Run 1, PDN straps and rails:
Pins as bars on the die edge.
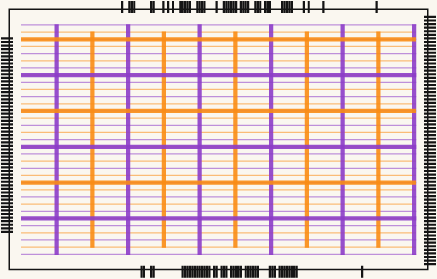
Run 1, cell classes on the final placement:
The bar under the picture is 50 µm long.
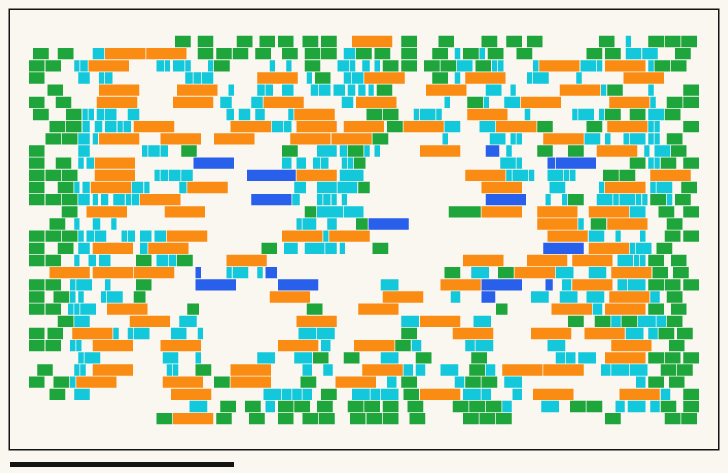
Run 1, clock network drawn from the DEF:
The bar under the picture is 50 µm long.
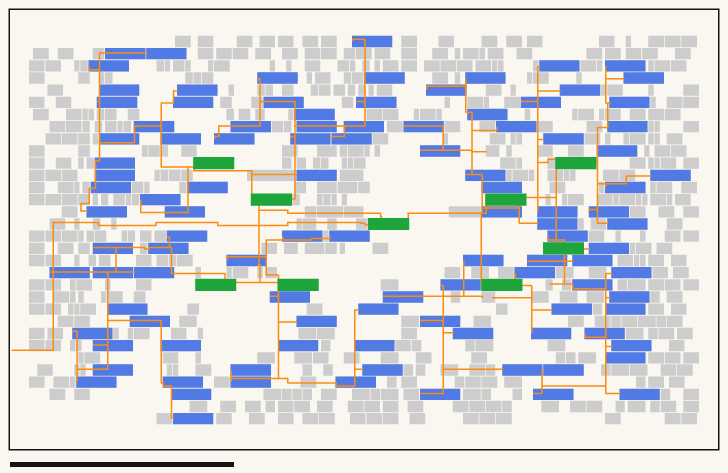
## config.mk

```make
export PLATFORM = sky130hd
export DESIGN_NAME = wb_cmd_master_flat
export DESIGN_NICKNAME = d
export VERILOG_FILES = /design/src/rtl/wb_cmd_master_pkg.sv /design/src/rtl/wb_cmd_master_if.sv /design/src/rtl/wb_cmd_master_timeout_timer.sv /design/src/rtl/wb_cmd_master.sv /design/src/flat_wrapper.sv
export SDC_FILE = /design/constraint.sdc
export NUM_CORES = 1
export LEC_CHECK = 0
export CORE_ASPECT_RATIO = 0.6
export CORE_MARGIN = 4
export CORE_UTILIZATION = 35
export DETAILED_ROUTE_END_ITERATION = 10
export PLACE_DENSITY = 0.68
export SYNTH_ARGS = -nofsm -noshare
export SYNTH_HDL_FRONTEND = slang
export SYNTH_HIERARCHICAL = 1
export SYNTH_SLANG_ARGS = --single-unit
```

## constraint.sdc

```tcl
create_clock -name clk -period 4.05 [get_ports clk]
set_input_delay 0.6075 -clock clk [delete_from_list [all_inputs] [get_ports clk]]
set_output_delay 0.6075 -clock clk [all_outputs]
set_load 0.05 [all_outputs]
```

## src/rtl/wb_cmd_master_pkg.sv

```systemverilog
// Shared definitions for the Wishbone command master: FSM state encoding,
// the default bus timeout and the user-project register map that the
// register slave decodes.
package wbm_pkg;

  typedef enum logic [1:0] {
    ST_IDLE = 2'd0,
    ST_BUS  = 2'd1,
    ST_RESP = 2'd2
  } wbm_state_e;

  localparam int unsigned WBM_DEF_TIMEOUT_CYCLES = 32'd255;

  // User-project register map (byte addresses)
  localparam logic [31:0] UP_BASE      = 32'h3000_0000;
  localparam logic [31:0] UP_PWM0_RISE = UP_BASE + 32'd0;
  localparam logic [31:0] UP_PWM0_FALL = UP_BASE + 32'd4;
  localparam logic [31:0] UP_PWM1_RISE = UP_BASE + 32'd8;
  localparam logic [31:0] UP_PWM1_FALL = UP_BASE + 32'd12;
  localparam logic [31:0] UP_PWM2_RISE = UP_BASE + 32'd16;
  localparam logic [31:0] UP_PWM2_FALL = UP_BASE + 32'd20;
  localparam logic [31:0] UP_PWM3_RISE = UP_BASE + 32'd24;
  localparam logic [31:0] UP_PWM3_FALL = UP_BASE + 32'd28;
  localparam logic [31:0] UP_ADC0      = UP_BASE + 32'd32;
  localparam logic [31:0] UP_ADC1      = UP_BASE + 32'd36;
  localparam logic [31:0] UP_STATUS    = UP_BASE + 32'd40;
  localparam logic [31:0] UP_CTRL      = UP_BASE + 32'd60;

  // Word index of a user-project register within the 16-word window
  function automatic logic [3:0] up_word_index(input logic [31:0] adr);
    return adr[5:2];
  endfunction

endpackage

```

## src/rtl/wb_cmd_master_if.sv

```systemverilog
// Bundle of the command stream, response stream and Wishbone classic
// initiator signals. "master" is the view of wb_cmd_master, "slave" is the
// view of whatever sits around it (sequencer plus bus slave).
interface wb_cmd_master_if #(
  parameter int ADDR_WIDTH = 32,
  parameter int DATA_WIDTH = 32
);
  localparam int SEL_WIDTH = DATA_WIDTH / 8;

  logic                  cmd_valid;
  logic                  cmd_ready;
  logic                  cmd_we;
  logic [ADDR_WIDTH-1:0] cmd_adr;
  logic [DATA_WIDTH-1:0] cmd_dat;
  logic [SEL_WIDTH-1:0]  cmd_sel;

  logic                  rsp_valid;
  logic                  rsp_ready;
  logic [DATA_WIDTH-1:0] rsp_dat;
  logic                  rsp_err;

  logic                  wbm_cyc_o;
  logic                  wbm_stb_o;
  logic                  wbm_we_o;
  logic [SEL_WIDTH-1:0]  wbm_sel_o;
  logic [ADDR_WIDTH-1:0] wbm_adr_o;
  logic [DATA_WIDTH-1:0] wbm_dat_o;
  logic [DATA_WIDTH-1:0] wbm_dat_i;
  logic                  wbm_ack_i;

  modport master (
    input  cmd_valid, cmd_we, cmd_adr, cmd_dat, cmd_sel,
    output cmd_ready,
    output rsp_valid, rsp_dat, rsp_err,
    input  rsp_ready,
    output wbm_cyc_o, wbm_stb_o, wbm_we_o, wbm_sel_o, wbm_adr_o, wbm_dat_o,
    input  wbm_dat_i, wbm_ack_i
  );

  modport slave (
    output cmd_valid, cmd_we, cmd_adr, cmd_dat, cmd_sel,
    input  cmd_ready,
    input  rsp_valid, rsp_dat, rsp_err,
    output rsp_ready,
    input  wbm_cyc_o, wbm_stb_o, wbm_we_o, wbm_sel_o, wbm_adr_o, wbm_dat_o,
    output wbm_dat_i, wbm_ack_i
  );

endinterface

```

## src/rtl/wb_cmd_master_timeout_timer.sv

```systemverilog
// Bus-cycle watchdog: counts BUS cycles without an acknowledge and flags
// the terminal count (TIMEOUT_CYCLES-1). Only built with WBM_TIMEOUT_EN.
module wbm_timeout_timer #(
  parameter int TIMEOUT_CYCLES = 255
) (
  input  logic clk,
  input  logic reset,
  input  logic clear,
  input  logic enable,
  output logic expired
);
  // TIMEOUT_CYCLES >= 2, so TIMEOUT_CYCLES-1 always fits in $clog2 bits
  localparam int CW = $clog2(TIMEOUT_CYCLES);
  localparam logic [CW-1:0] LAST = CW'(TIMEOUT_CYCLES - 1);

  logic [CW-1:0] count;

  assign expired = (count == LAST);

  // Cycle counter: cleared on bus entry, saturates at the terminal count
  always_ff @(posedge clk or posedge reset) begin
    if (reset) begin
      count <= '0;
    end else if (clear) begin
      count <= '0;
    end else if (enable && !expired) begin
      count <= count + CW'(1);
    end else begin
      count <= count;
    end
  end

endmodule

```

## src/rtl/wb_cmd_master.sv

```systemverilog
// Wishbone classic initiator: one command in, one bus cycle, one response
// out. Non-pipelined, cyc and stb are always driven from the same flop.
// Optional feature macro: WBM_TIMEOUT_EN (forced error completion after
// TIMEOUT_CYCLES cycles without acknowledge).
module wb_cmd_master
  import wbm_pkg::*;
#(
  parameter int ADDR_WIDTH     = 32,
  parameter int DATA_WIDTH     = 32,
  parameter int TIMEOUT_CYCLES = WBM_DEF_TIMEOUT_CYCLES
) (
  input  logic                   clk,
  input  logic                   reset,
  wb_cmd_master_if.master        bus,
  output logic                   busy
);
  localparam int SEL_WIDTH = DATA_WIDTH / 8;

  wbm_state_e state, next_state;

  logic                  cyc_r, cyc_nxt;
  logic                  we_r, we_nxt;
  logic [ADDR_WIDTH-1:0] adr_r, adr_nxt;
  logic [DATA_WIDTH-1:0] dat_r, dat_nxt;
  logic [SEL_WIDTH-1:0]  sel_r, sel_nxt;
  logic                  rsp_valid_r, rsp_valid_nxt;
  logic [DATA_WIDTH-1:0] rsp_dat_r, rsp_dat_nxt;
  logic                  rsp_err_r, rsp_err_nxt;

  logic accept;
  logic timed_out;

  assign accept = (state == ST_IDLE) && bus.cmd_valid;

`ifdef WBM_TIMEOUT_EN
  logic expired;

  wbm_timeout_timer #(
    .TIMEOUT_CYCLES(TIMEOUT_CYCLES)
  ) u_timeout_timer (
    .clk     (clk),
    .reset   (reset),
    .clear   (accept),
    .enable  ((state == ST_BUS) && !bus.wbm_ack_i),
    .expired (expired)
  );

  // An ack on the terminal-count edge wins over the timeout
  assign timed_out = (state == ST_BUS) && !bus.wbm_ack_i && expired;
`else
  assign timed_out = 1'b0;
`endif

  assign bus.cmd_ready = (state == ST_IDLE);
  assign busy          = (state != ST_IDLE);
  assign bus.wbm_cyc_o = cyc_r;
  assign bus.wbm_stb_o = cyc_r;
  assign bus.wbm_we_o  = we_r;
  assign bus.wbm_adr_o = adr_r;
  assign bus.wbm_dat_o = dat_r;
  assign bus.wbm_sel_o = sel_r;
  assign bus.rsp_valid = rsp_valid_r;
  assign bus.rsp_dat   = rsp_dat_r;
  assign bus.rsp_err   = rsp_err_r;

  // State and output registers; reset drops the bus cycle immediately
  always_ff @(posedge clk or posedge reset) begin
    if (reset) begin
      state       <= ST_IDLE;
      cyc_r       <= 1'b0;
      we_r        <= 1'b0;
      adr_r       <= '0;
      dat_r       <= '0;
      sel_r       <= '0;
      rsp_valid_r <= 1'b0;
      rsp_dat_r   <= '0;
      rsp_err_r   <= 1'b0;
    end else begin
      state       <= next_state;
      cyc_r       <= cyc_nxt;
      we_r        <= we_nxt;
      adr_r       <= adr_nxt;
      dat_r       <= dat_nxt;
      sel_r       <= sel_nxt;
      rsp_valid_r <= rsp_valid_nxt;
      rsp_dat_r   <= rsp_dat_nxt;
      rsp_err_r   <= rsp_err_nxt;
    end
  end

  // Next-state decode; ack is only looked at while in BUS
  always_comb begin
    next_state = state;
    case (state)
      ST_IDLE: begin
        if (accept) next_state = ST_BUS;
        else        next_state = ST_IDLE;
      end
      ST_BUS: begin
        if (bus.wbm_ack_i || timed_out) next_state = ST_RESP;
        else                            next_state = ST_BUS;
      end
      ST_RESP: begin
        if (bus.rsp_ready) next_state = ST_IDLE;
        else               next_state = ST_RESP;
      end
      default: next_state = ST_IDLE;
    endcase
  end

  // Next values of the registered bus and response outputs
  always_comb begin
    cyc_nxt       = cyc_r;
    we_nxt        = we_r;
    adr_nxt       = adr_r;
    dat_nxt       = dat_r;
    sel_nxt       = sel_r;
    rsp_valid_nxt = rsp_valid_r;
    rsp_dat_nxt   = rsp_dat_r;
    rsp_err_nxt   = rsp_err_r;
    case (state)
      ST_IDLE: begin
        if (accept) begin
          cyc_nxt = 1'b1;
          we_nxt  = bus.cmd_we;
          adr_nxt = bus.cmd_adr;
          dat_nxt = bus.cmd_we ? bus.cmd_dat : '0;
          sel_nxt = bus.cmd_sel;
        end else begin
          cyc_nxt = 1'b0;
        end
      end
      ST_BUS: begin
        if (bus.wbm_ack_i || timed_out) begin
          cyc_nxt       = 1'b0;
          we_nxt        = 1'b0;
          adr_nxt       = '0;
          dat_nxt       = '0;
          sel_nxt       = '0;
          rsp_valid_nxt = 1'b1;
          // Write and timeout completions carry no data
          rsp_dat_nxt   = (bus.wbm_ack_i && !we_r) ? bus.wbm_dat_i : '0;
          rsp_err_nxt   = !bus.wbm_ack_i;
        end else begin
          cyc_nxt = 1'b1;
        end
      end
      ST_RESP: begin
        if (bus.rsp_ready) rsp_valid_nxt = 1'b0;
        else               rsp_valid_nxt = 1'b1;
      end
      default: begin
        cyc_nxt       = 1'b0;
        we_nxt        = 1'b0;
        adr_nxt       = '0;
        dat_nxt       = '0;
        sel_nxt       = '0;
        rsp_valid_nxt = 1'b0;
        rsp_dat_nxt   = '0;
        rsp_err_nxt   = 1'b0;
      end
    endcase
  end

endmodule

```

## src/flat_wrapper.sv

```systemverilog
// flat-port wrapper written by rule: the top's interface ports become plain ports
module wb_cmd_master_flat import wbm_pkg::*;
#(
  parameter int ADDR_WIDTH     = 32,
  parameter int DATA_WIDTH     = 32,
  parameter int TIMEOUT_CYCLES = WBM_DEF_TIMEOUT_CYCLES
)
  (clk, reset, busy, bus_cmd_valid, bus_cmd_we, bus_cmd_adr, bus_cmd_dat, bus_cmd_sel, bus_cmd_ready, bus_rsp_valid, bus_rsp_dat, bus_rsp_err, bus_rsp_ready, bus_wbm_cyc_o, bus_wbm_stb_o, bus_wbm_we_o, bus_wbm_sel_o, bus_wbm_adr_o, bus_wbm_dat_o, bus_wbm_dat_i, bus_wbm_ack_i);
  wb_cmd_master_if #(.ADDR_WIDTH(ADDR_WIDTH), .DATA_WIDTH(DATA_WIDTH)) bus_i ();
  input  logic clk;
  input  logic reset;
  output logic busy;
  input wire logic [$bits(bus_i.cmd_valid)-1:0] bus_cmd_valid;
  input wire logic [$bits(bus_i.cmd_we)-1:0] bus_cmd_we;
  input wire logic [$bits(bus_i.cmd_adr)-1:0] bus_cmd_adr;
  input wire logic [$bits(bus_i.cmd_dat)-1:0] bus_cmd_dat;
  input wire logic [$bits(bus_i.cmd_sel)-1:0] bus_cmd_sel;
  output wire logic [$bits(bus_i.cmd_ready)-1:0] bus_cmd_ready;
  output wire logic [$bits(bus_i.rsp_valid)-1:0] bus_rsp_valid;
  output wire logic [$bits(bus_i.rsp_dat)-1:0] bus_rsp_dat;
  output wire logic [$bits(bus_i.rsp_err)-1:0] bus_rsp_err;
  input wire logic [$bits(bus_i.rsp_ready)-1:0] bus_rsp_ready;
  output wire logic [$bits(bus_i.wbm_cyc_o)-1:0] bus_wbm_cyc_o;
  output wire logic [$bits(bus_i.wbm_stb_o)-1:0] bus_wbm_stb_o;
  output wire logic [$bits(bus_i.wbm_we_o)-1:0] bus_wbm_we_o;
  output wire logic [$bits(bus_i.wbm_sel_o)-1:0] bus_wbm_sel_o;
  output wire logic [$bits(bus_i.wbm_adr_o)-1:0] bus_wbm_adr_o;
  output wire logic [$bits(bus_i.wbm_dat_o)-1:0] bus_wbm_dat_o;
  input wire logic [$bits(bus_i.wbm_dat_i)-1:0] bus_wbm_dat_i;
  input wire logic [$bits(bus_i.wbm_ack_i)-1:0] bus_wbm_ack_i;
  assign bus_i.cmd_valid = bus_cmd_valid;
  assign bus_i.cmd_we = bus_cmd_we;
  assign bus_i.cmd_adr = bus_cmd_adr;
  assign bus_i.cmd_dat = bus_cmd_dat;
  assign bus_i.cmd_sel = bus_cmd_sel;
  assign bus_cmd_ready = bus_i.cmd_ready;
  assign bus_rsp_valid = bus_i.rsp_valid;
  assign bus_rsp_dat = bus_i.rsp_dat;
  assign bus_rsp_err = bus_i.rsp_err;
  assign bus_i.rsp_ready = bus_rsp_ready;
  assign bus_wbm_cyc_o = bus_i.wbm_cyc_o;
  assign bus_wbm_stb_o = bus_i.wbm_stb_o;
  assign bus_wbm_we_o = bus_i.wbm_we_o;
  assign bus_wbm_sel_o = bus_i.wbm_sel_o;
  assign bus_wbm_adr_o = bus_i.wbm_adr_o;
  assign bus_wbm_dat_o = bus_i.wbm_dat_o;
  assign bus_i.wbm_dat_i = bus_wbm_dat_i;
  assign bus_i.wbm_ack_i = bus_wbm_ack_i;
  wb_cmd_master #(.ADDR_WIDTH(ADDR_WIDTH), .DATA_WIDTH(DATA_WIDTH), .TIMEOUT_CYCLES(TIMEOUT_CYCLES)) u_core (.clk(clk), .reset(reset), .bus(bus_i), .busy(busy));
endmodule
```

==> reports/metrics.cfg, run 1 <==
[placement]
portBuffers=212
dp_cells=795

[timing]
drv_slew=0
whs_ns=0.499

[yosys]
synthAdderAreaFrac=0.0158
ys.flop_type=dfrtp_1
synthCells=442
synth-edff-count=0
synth_top_cell_by_count=dfrtp_1
synthMuxAreaShare=0.154
netlist.area_leader.share=0.559
synth_area_um2=4740
simple_gate_share=0.113

[layout]
fillers=1074
final-comb-area_um2=1780
signal_buffers=220
clk_share=0.0403
drive_gt1_frac=0.0905
layout.cells.most_common=clkdlybuf4s50_1

[drt]
drt_pass1_iterations=5
routed-wl-met3_um=1190
drt_wl_total_um=13600
vias_per_cell=4.86

[worst_setup_path]
critPathKind=reg2out
critical_path.max_stage_delay_ns=0.86
end_kind=output port

[job]
cap_viol_max_count=0

[grt]
grt_max_degree=81

[power]
p_leak_nw=3.43

[outcome]
outcome=finished, final reports clean

[worst_hold_path]
worstHoldStart=u_core/bus.wbm_dat_o[18]

Back to the opening pictures, 'PDN straps and rails':
legend:
  VDD:
    colour: orange
  VSS:
    colour: purple
signal pins: 213
met4 straps: 11
met1 rails: 33
rows: 32
met5 straps: 6
Die X: 158 µm
Die H: 98.2 µm
core box area: 13100 µm²

Back to the opening pictures, 'cell classes on the final placement':
legend:
  flops:
    colour: orange
    cells: 106
  combinational and other logic:
    colour: cyan
    cells: 299
  clock drivers and dummy loads:
    colour: blue
    cells: 16
  other buffers and delay cells:
    colour: green
    cells: 220

Back to the opening pictures, 'clock network drawn from the DEF':
legend:
  clock wires:
    colour: orange
    length: 1220 µm
  flip-flops:
    colour: blue
    count: 106
  clock drivers:
    colour: green
    count: 9
flops lie: spread over the die
routed clock nets: 10
clock group power: 0.000860 W
Clk network pwr share: 0.129
Worst Skew: 0.00704 ns

==> inputs of run 2 (changes only) <==
==> constraint.sdc (replaced) <==
create_clock -name clk -period 2.7 [get_ports clk]
set_input_delay 0.405 -clock clk [delete_from_list [all_inputs] [get_ports clk]]
set_output_delay 0.405 -clock clk [all_outputs]
set_load 0.05 [all_outputs]
==> run 2 against run 1 <==
Effect of this change:
- sequential share of layout area fell by 0.13 points
- critical endpoint is now busy
- cell area rose by 0.36%
- register-to-register slack got worse by 0.96 ns
- largest cell class unchanged
- critical path type unchanged
- clock-buffer cell count rose by 1
- clock skew rose by 0.00080 ns
==> reports/metrics.cfg, run 2 <==
[yosys]
netlist.area_leader.share=0.559
synth_top_cell_by_count=dfrtp_1
synth-edff-count=0
simple_gate_share=0.113
synthMuxAreaShare=0.154
ys.flop_type=dfrtp_1
synthAdderAreaFrac=0.0158
synthCells=442

[floorplanning]
die_w_um=158
die_h_um=98.2
core-area_um2=13100

[layout]
final-comb-area_um2=1780
fillers=1129
clk_share=0.0392
drive_gt1_frac=0.0933
layout.cells.most_common=clkdlybuf4s50_1
signal_buffers=223

[timing]
drv_slew=0
whs_ns=0.418
skew_ns=0.00784

[worst_setup_path]
end_kind=output port
critPathKind=reg2out

[power]
p_leak_nw=3.43
pg_clk_w=0.00129

[drt]
routed-wl-met3_um=1300
drt_pass1_iterations=4
drt_wl_total_um=13700
vias_per_cell=4.82

[placement]
dp_cells=798
portBuffers=212

[outcome]
outcome=finished, final reports clean

[job]
cap_viol_max_count=0

Run 2, clock network drawn from the DEF:
The bar under the picture is 50 µm long.
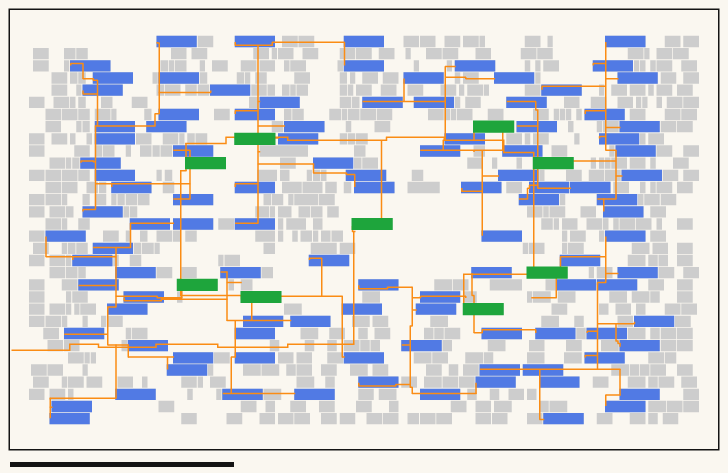
legend:
  flip-flops:
    colour: blue
    count: 106
  clock drivers:
    colour: green
    count: 9
  clock wires:
    colour: orange
    length: 1360 µm
routed clock nets: 10

Power is estimated from default activity; no workload was simulated.
